[src/rtl/cam_rgb565_capture_pkg.sv]
// Shared definitions for the DVP RGB565 capture stage.
// Contents: RGB565 pixel layout, default frame geometry, capture FSM state
// encoding and the byte-pair packing helper.
package cam_rgb565_capture_pkg;

  // RGB565 layout: R in [15:11], G in [10:5], B in [4:0].
  typedef struct packed {
    logic [4:0] r;
    logic [5:0] g;
    logic [4:0] b;
  } rgb565_t;

  localparam int unsigned DEF_H_ACTIVE = 640;
  localparam int unsigned DEF_V_ACTIVE = 480;

  localparam logic [1:0] ST_IDLE    = 2'd0;
  localparam logic [1:0] ST_WAIT_VS = 2'd1;
  localparam logic [1:0] ST_ACTIVE  = 2'd2;

  // Combine the two bus bytes of one pixel in the order the sensor sends them.
  function automatic rgb565_t rgb_pack(input logic [7:0] first_b,
                                       input logic [7:0] second_b,
                                       input logic       hi_first);
    return hi_first ? {first_b, second_b} : {second_b, first_b};
  endfunction

endpackage

[src/rtl/cam_rgb565_capture_sync_edge_det.sv]
// Registers a 1-bit signal and reports its edges against the live value.
// Ports:
//   clk, rst : clock, synchronous active-high reset
//   i_sig    : signal to watch
//   o_d      : i_sig delayed by one clock
//   o_rise   : i_sig & ~o_d
//   o_fall   : o_d & ~i_sig
module cam_rgb565_capture_sync_edge_det (
  input  logic clk,
  input  logic rst,
  input  logic i_sig,
  output logic o_d,
  output logic o_rise,
  output logic o_fall
);

  logic r_d;

  always_ff @(posedge clk) begin
    if (rst) begin
      r_d <= 1'b0;
    end else begin
      r_d <= i_sig;
    end
  end

  assign o_d    = r_d;
  assign o_rise = i_sig & ~r_d;
  assign o_fall = r_d & ~i_sig;

endmodule

[src/rtl/cam_rgb565_capture.sv]
// DVP camera capture: samples vsync/href/data and assembles byte pairs into
// RGB565 pixels with x/y coordinates.
// Ports:
//   clk, rst                  : clock, synchronous active-high reset
//   capture_en                : arm capture, sampled at vsync fall only
//   cam_vsync/cam_href/cam_data : camera bus
//   rgb_out, rgb_valid        : pixel and its one-cycle strobe
//   pix_x, pix_y              : coordinates of rgb_out
//   frame_start, frame_done   : frame boundary pulses
//   line_err                  : pulse after a malformed line
module cam_rgb565_capture
  import cam_rgb565_capture_pkg::*;
#(
  parameter int unsigned H_ACTIVE = DEF_H_ACTIVE,
  parameter int unsigned V_ACTIVE = DEF_V_ACTIVE,
  parameter int unsigned HI_FIRST = 1,
  parameter int unsigned X_W      = 10,
  parameter int unsigned Y_W      = 9
) (
  input  logic           clk,
  input  logic           rst,
  input  logic           capture_en,
  input  logic           cam_vsync,
  input  logic           cam_href,
  input  logic [7:0]     cam_data,
  output logic [15:0]    rgb_out,
  output logic           rgb_valid,
  output logic [X_W-1:0] pix_x,
  output logic [Y_W-1:0] pix_y,
  output logic           frame_start,
  output logic           frame_done,
  output logic           line_err
);

  // Counters carry one extra bit so over-long lines/frames never wrap back
  // into the valid range.
  localparam logic [X_W:0] H_LIM = (X_W + 1)'(H_ACTIVE);
  localparam logic [Y_W:0] V_LIM = (Y_W + 1)'(V_ACTIVE);

  logic           w_vs_rise, w_vs_fall, w_vs_d;
  logic           w_href_rise, w_href_fall, w_href_d;
  logic           w_unused;
  logic           w_line_bad;
  rgb565_t        w_pix;

  logic [1:0]     r_state;
  logic           r_phase;
  logic [7:0]     r_hold;
  logic [X_W:0]   r_x_cnt;
  logic [Y_W:0]   r_y_cnt;
  rgb565_t        r_rgb;
  logic           r_valid;
  logic [X_W-1:0] r_pix_x;
  logic [Y_W-1:0] r_pix_y;
  logic           r_fs, r_fd, r_le;

  cam_rgb565_capture_sync_edge_det u_vs_edge (
    .clk    (clk),
    .rst    (rst),
    .i_sig  (cam_vsync),
    .o_d    (w_vs_d),
    .o_rise (w_vs_rise),
    .o_fall (w_vs_fall)
  );

  cam_rgb565_capture_sync_edge_det u_href_edge (
    .clk    (clk),
    .rst    (rst),
    .i_sig  (cam_href),
    .o_d    (w_href_d),
    .o_rise (w_href_rise),
    .o_fall (w_href_fall)
  );

  assign w_unused   = ^{w_vs_d, w_href_rise};
  // A line is good only with an even byte count and exactly H_ACTIVE pixels.
  assign w_line_bad = r_phase | (r_x_cnt != H_LIM);
  assign w_pix      = rgb_pack(r_hold, cam_data, HI_FIRST != 0);

  always_ff @(posedge clk) begin
    if (rst) begin
      r_state <= ST_IDLE;
      r_phase <= 1'b0;
      r_hold  <= '0;
      r_x_cnt <= '0;
      r_y_cnt <= '0;
      r_rgb   <= '0;
      r_valid <= 1'b0;
      r_pix_x <= '0;
      r_pix_y <= '0;
      r_fs    <= 1'b0;
      r_fd    <= 1'b0;
      r_le    <= 1'b0;
    end else begin
      r_valid <= 1'b0;
      r_fs    <= 1'b0;
      r_fd    <= 1'b0;
      r_le    <= 1'b0;
      case (r_state)
        ST_IDLE: begin
          r_phase <= 1'b0;
          if (cam_vsync) r_state <= ST_WAIT_VS;
        end
        ST_WAIT_VS: begin
          r_phase <= 1'b0;
          if (w_vs_fall && capture_en) begin
            r_state <= ST_ACTIVE;
            r_fs    <= 1'b1;
            r_x_cnt <= '0;
            r_y_cnt <= '0;
          end
        end
        ST_ACTIVE: begin
          if (w_vs_rise) begin
            // Line still open (or closing this cycle) is judged before the frame ends.
            if (w_href_d) r_le <= w_line_bad;
            r_fd    <= 1'b1;
            r_state <= ST_WAIT_VS;
            r_phase <= 1'b0;
            r_x_cnt <= '0;
          end else if (w_href_fall) begin
            r_le    <= w_line_bad;
            r_phase <= 1'b0;
            r_x_cnt <= '0;
            if (r_y_cnt != V_LIM) r_y_cnt <= r_y_cnt + 1'b1;
          end else if (cam_href) begin
            r_phase <= ~r_phase;
            if (!r_phase) begin
              r_hold <= cam_data;
            end else begin
              if (r_x_cnt < H_LIM && r_y_cnt < V_LIM) begin
                r_rgb   <= w_pix;
                r_valid <= 1'b1;
                r_pix_x <= r_x_cnt[X_W-1:0];
                r_pix_y <= r_y_cnt[Y_W-1:0];
              end
              if (r_x_cnt != H_LIM + 1'b1) r_x_cnt <= r_x_cnt + 1'b1;
            end
          end
        end
        default: r_state <= ST_IDLE;
      endcase
    end
  end

  assign rgb_out     = r_rgb;
  assign rgb_valid   = r_valid;
  assign pix_x       = r_pix_x;
  assign pix_y       = r_pix_y;
  assign frame_start = r_fs;
  assign frame_done  = r_fd;
  assign line_err    = r_le;

endmodule

[config.mk]
export PLATFORM = sky130hd
export DESIGN_NAME = cam_rgb565_capture
export DESIGN_NICKNAME = d
export VERILOG_FILES = /design/src/rtl/cam_rgb565_capture_pkg.sv /design/src/rtl/cam_rgb565_capture_sync_edge_det.sv /design/src/rtl/cam_rgb565_capture.sv
export SDC_FILE = /design/constraint.sdc
export NUM_CORES = 1
export LEC_CHECK = 0
export CORE_MARGIN = 1.5
export CORE_UTILIZATION = 45
export DETAILED_ROUTE_END_ITERATION = 10
export GPL_TIMING_DRIVEN = 0
export PLACE_DENSITY = 0.69
export SETUP_SLACK_MARGIN = 0.02
export SYNTH_ARGS = -nofsm -noshare
export SYNTH_HDL_FRONTEND = slang
export SYNTH_HIERARCHICAL = 1
export SYNTH_SLANG_ARGS = --single-unit
[constraint.sdc]
create_clock -name clk -period 2.57 [get_ports clk]
set_clock_uncertainty 0.15 [all_clocks]
set_input_delay 0.257 -clock clk [delete_from_list [all_inputs] [get_ports clk]]
set_output_delay 0.257 -clock clk [all_outputs]
set_load 0.05 [all_outputs]
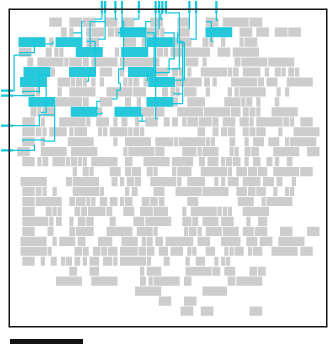
**Above:** port wiring.
Scale bar: 20 um.
- `rgb_out`: cyan (direction output; end cells 16; buffers 16; wire 385 um)
Port Buffers: 51
# IOs: 52

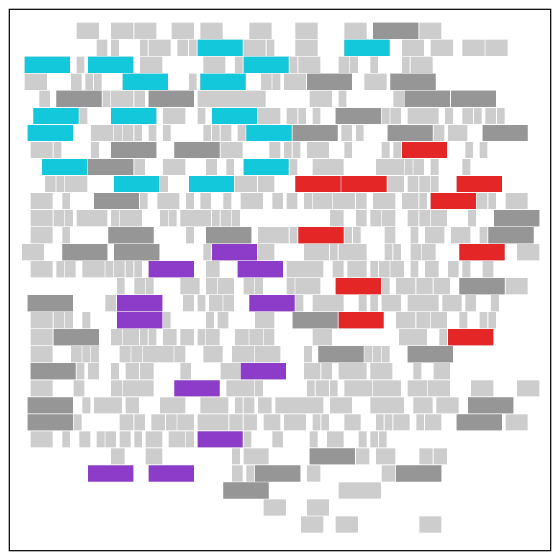
**Above:** sequential cells colored by netlist name.
- `r_x_cnt`: purple (flops 11)
- `r_y_cnt`: red (flops 10)
- `rgb_out`: cyan (flops 16)
- not colored: 36
Sequential Power: 1.17 mW
fin util: 58.8%
sequential cell area: 1460 um^2
Seq area share: 36.8%

==> job_summary.md <==
### Yosys + OpenROAD results

| Metric | Value |
|---|---|
| Pwr dens | 636 nW/um^2 |
| RSZ-0062 raised after global routing | true |
| Top cell category | combinational gates |
| Number of gates resized after cts | 9 |
| Fillers | about 640 |
| P_leak | 1.42 nW |
| Post-route ant nets | 0 |
| Ys Warns | 6 |
| Design Power | 2.53 mW |
| Outcome | completed |
| Final Non-Filler Cells | approximately 520 |
| Setup TNS | 0 ps |
| Endpoints failing setup | 0 |
| Pre-antenna DRT Iters | 4 |
| Largest net degree at the start of global routing | 15 |
| Avg Inst Size Synth | around 8.4 um^2 |
| Die Footprint | ~7400 um^2 |
| Critical register-to-register path endpoint | r_x_cnt[6] |
| Clkbuf count | 9 |
| Family with the most delay on the worst path | simple AND/OR/NAND/NOR gates |
| Place WS | -313 ps |
| WL/cell | 14.0 um |
| Largest register FFs | 16 |
| Layout non-clock buf frac | 14.9% |
| FF-to-FF setup slack | approximately 130 ps |
| Tap Count | ~80 |
| H-tree depth | 3 |
| Worst path slowest cell | or4_4 |
| Peak supply drop | 0.000415 V |
| Count of tool warnings | 34 |
| Stages on worst setup path | 8 |
| Final worst path period need | between 2000 and 2500 ps |
| Syn Nets | roughly 400 |
| Worst slew pin tran | just over 700 ps |
| Grt met3 use | under 10% |
| Die W | about 86 um |
| Setup Buffers After CTS | 0 |
| Hold path endpoint | rgb_out[15] |
| Top power group | registers |
| Fin area | 3970 um^2 |
| Combinational gate area | between 1500 and 2000 um^2 |
| Hold path cells | 2 |
| Hold Crit Start | r_hold[7] |
| Crit path launch type | register |
| CP max FO | 10 |
| Post-DR vias/cell | 5.26 |
| Worst-skew pair later-pin latency | between 300 and 400 ps |
| DRC | 0 |
| M2 GR Usage | about 34% |
| Critical Path End | r_x_cnt[6] |
| HP Class | register to register |
| Flop pwr share | between 40% and 50% |
| Ant diodes | 0 |
| Initial antenna violation count | 0 |
| Worst Setup SP | r_state[0] |
| Peak Freq | 0.410 GHz |
| Multi-input combinational area share | between 30 and 40% |
| Cts hold-fix bufs | 0 |
| Post-Syn Area | between 3000 and 4000 um^2 |
| Vias in the first global route | approximately 2500 |
| Flops | roughly 73 |
| Placed cell count | 503 |
| Top Layout Cells | 86 x nand2_1, 73 x dfxtp_1, 51 x clkdlybuf4s50_1, 44 x a21oi_1, 26 x nor2_1 |
| Top cell excl fill/tap | nand2_1 |
| Via count | 2724 |
| Fp util | 46.2% |
| Min Hold Slack | slightly above 300 ps |
| Comb pwr | between 400 and 500 uW |
| Max Slew Vio Count | 0 |
| Row cnt | 30 |
| Post-synthesis cell count | 372 |
| Total Routing Usage GR | 20.4% |
| First-pass GRT wire length | between 10 and 15 mm |
| Met3 routed WL | roughly 280 um |
| Clock network power share | 36.2% |
| Final WS setup | 131 ps |
| Die y size | ~86 um |
| Clock-cell share of area | under 10% |
| Worst EP required | roughly 2700 ps |
| CTS tree | built |
| RR Startpoint | r_state[0] |
| Final net count | between 400 and 500 |
| Critical-path cell list | inv_1 -> ha_2 -> or3b_1 -> or4_4 -> nand3_2 -> buf_6 -> or3_1 -> a21oi_1 |
| Drt total wl | 7.27 mm |
| Initial DRC count | 137 |
| Clock transition at path regs | approximately 80 ps |
| Dpl cell area | approximately 3700 um^2 |
| Met1 WL | ~3.4 mm |
| Sink Count | ~73 |
| Total global routing overflow | 0 |
| CTS buffer count | 9 |
| Highest routed layer | met4 |
| Share of layout cells above drive strength 1 | under 10% |
| CP arrival | between 2000 and 3000 ps |
| Post-DP HPWL | 5.13 mm |
| Maxcap violations | 0 |
| Worst Path Buf+Inv | 2 |
| Worst Reg-to-Reg Cells | 8 |
| Period Utilization, post-route | 94.9% |
| Grt met1 use | around a quarter |
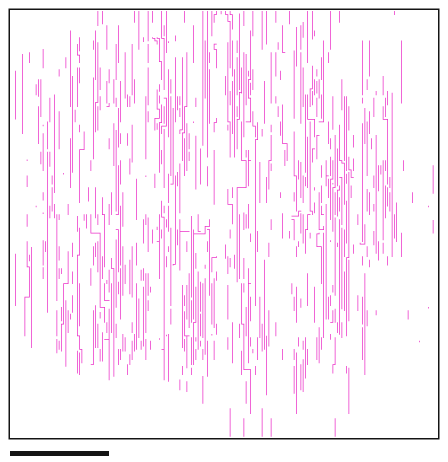
**Above:** metal 2.
Scale bar: 20 um.
- main direction: vertical
- longest straight run: 33.5 um

No activity file was given, so power comes from the tool's default toggle rates.
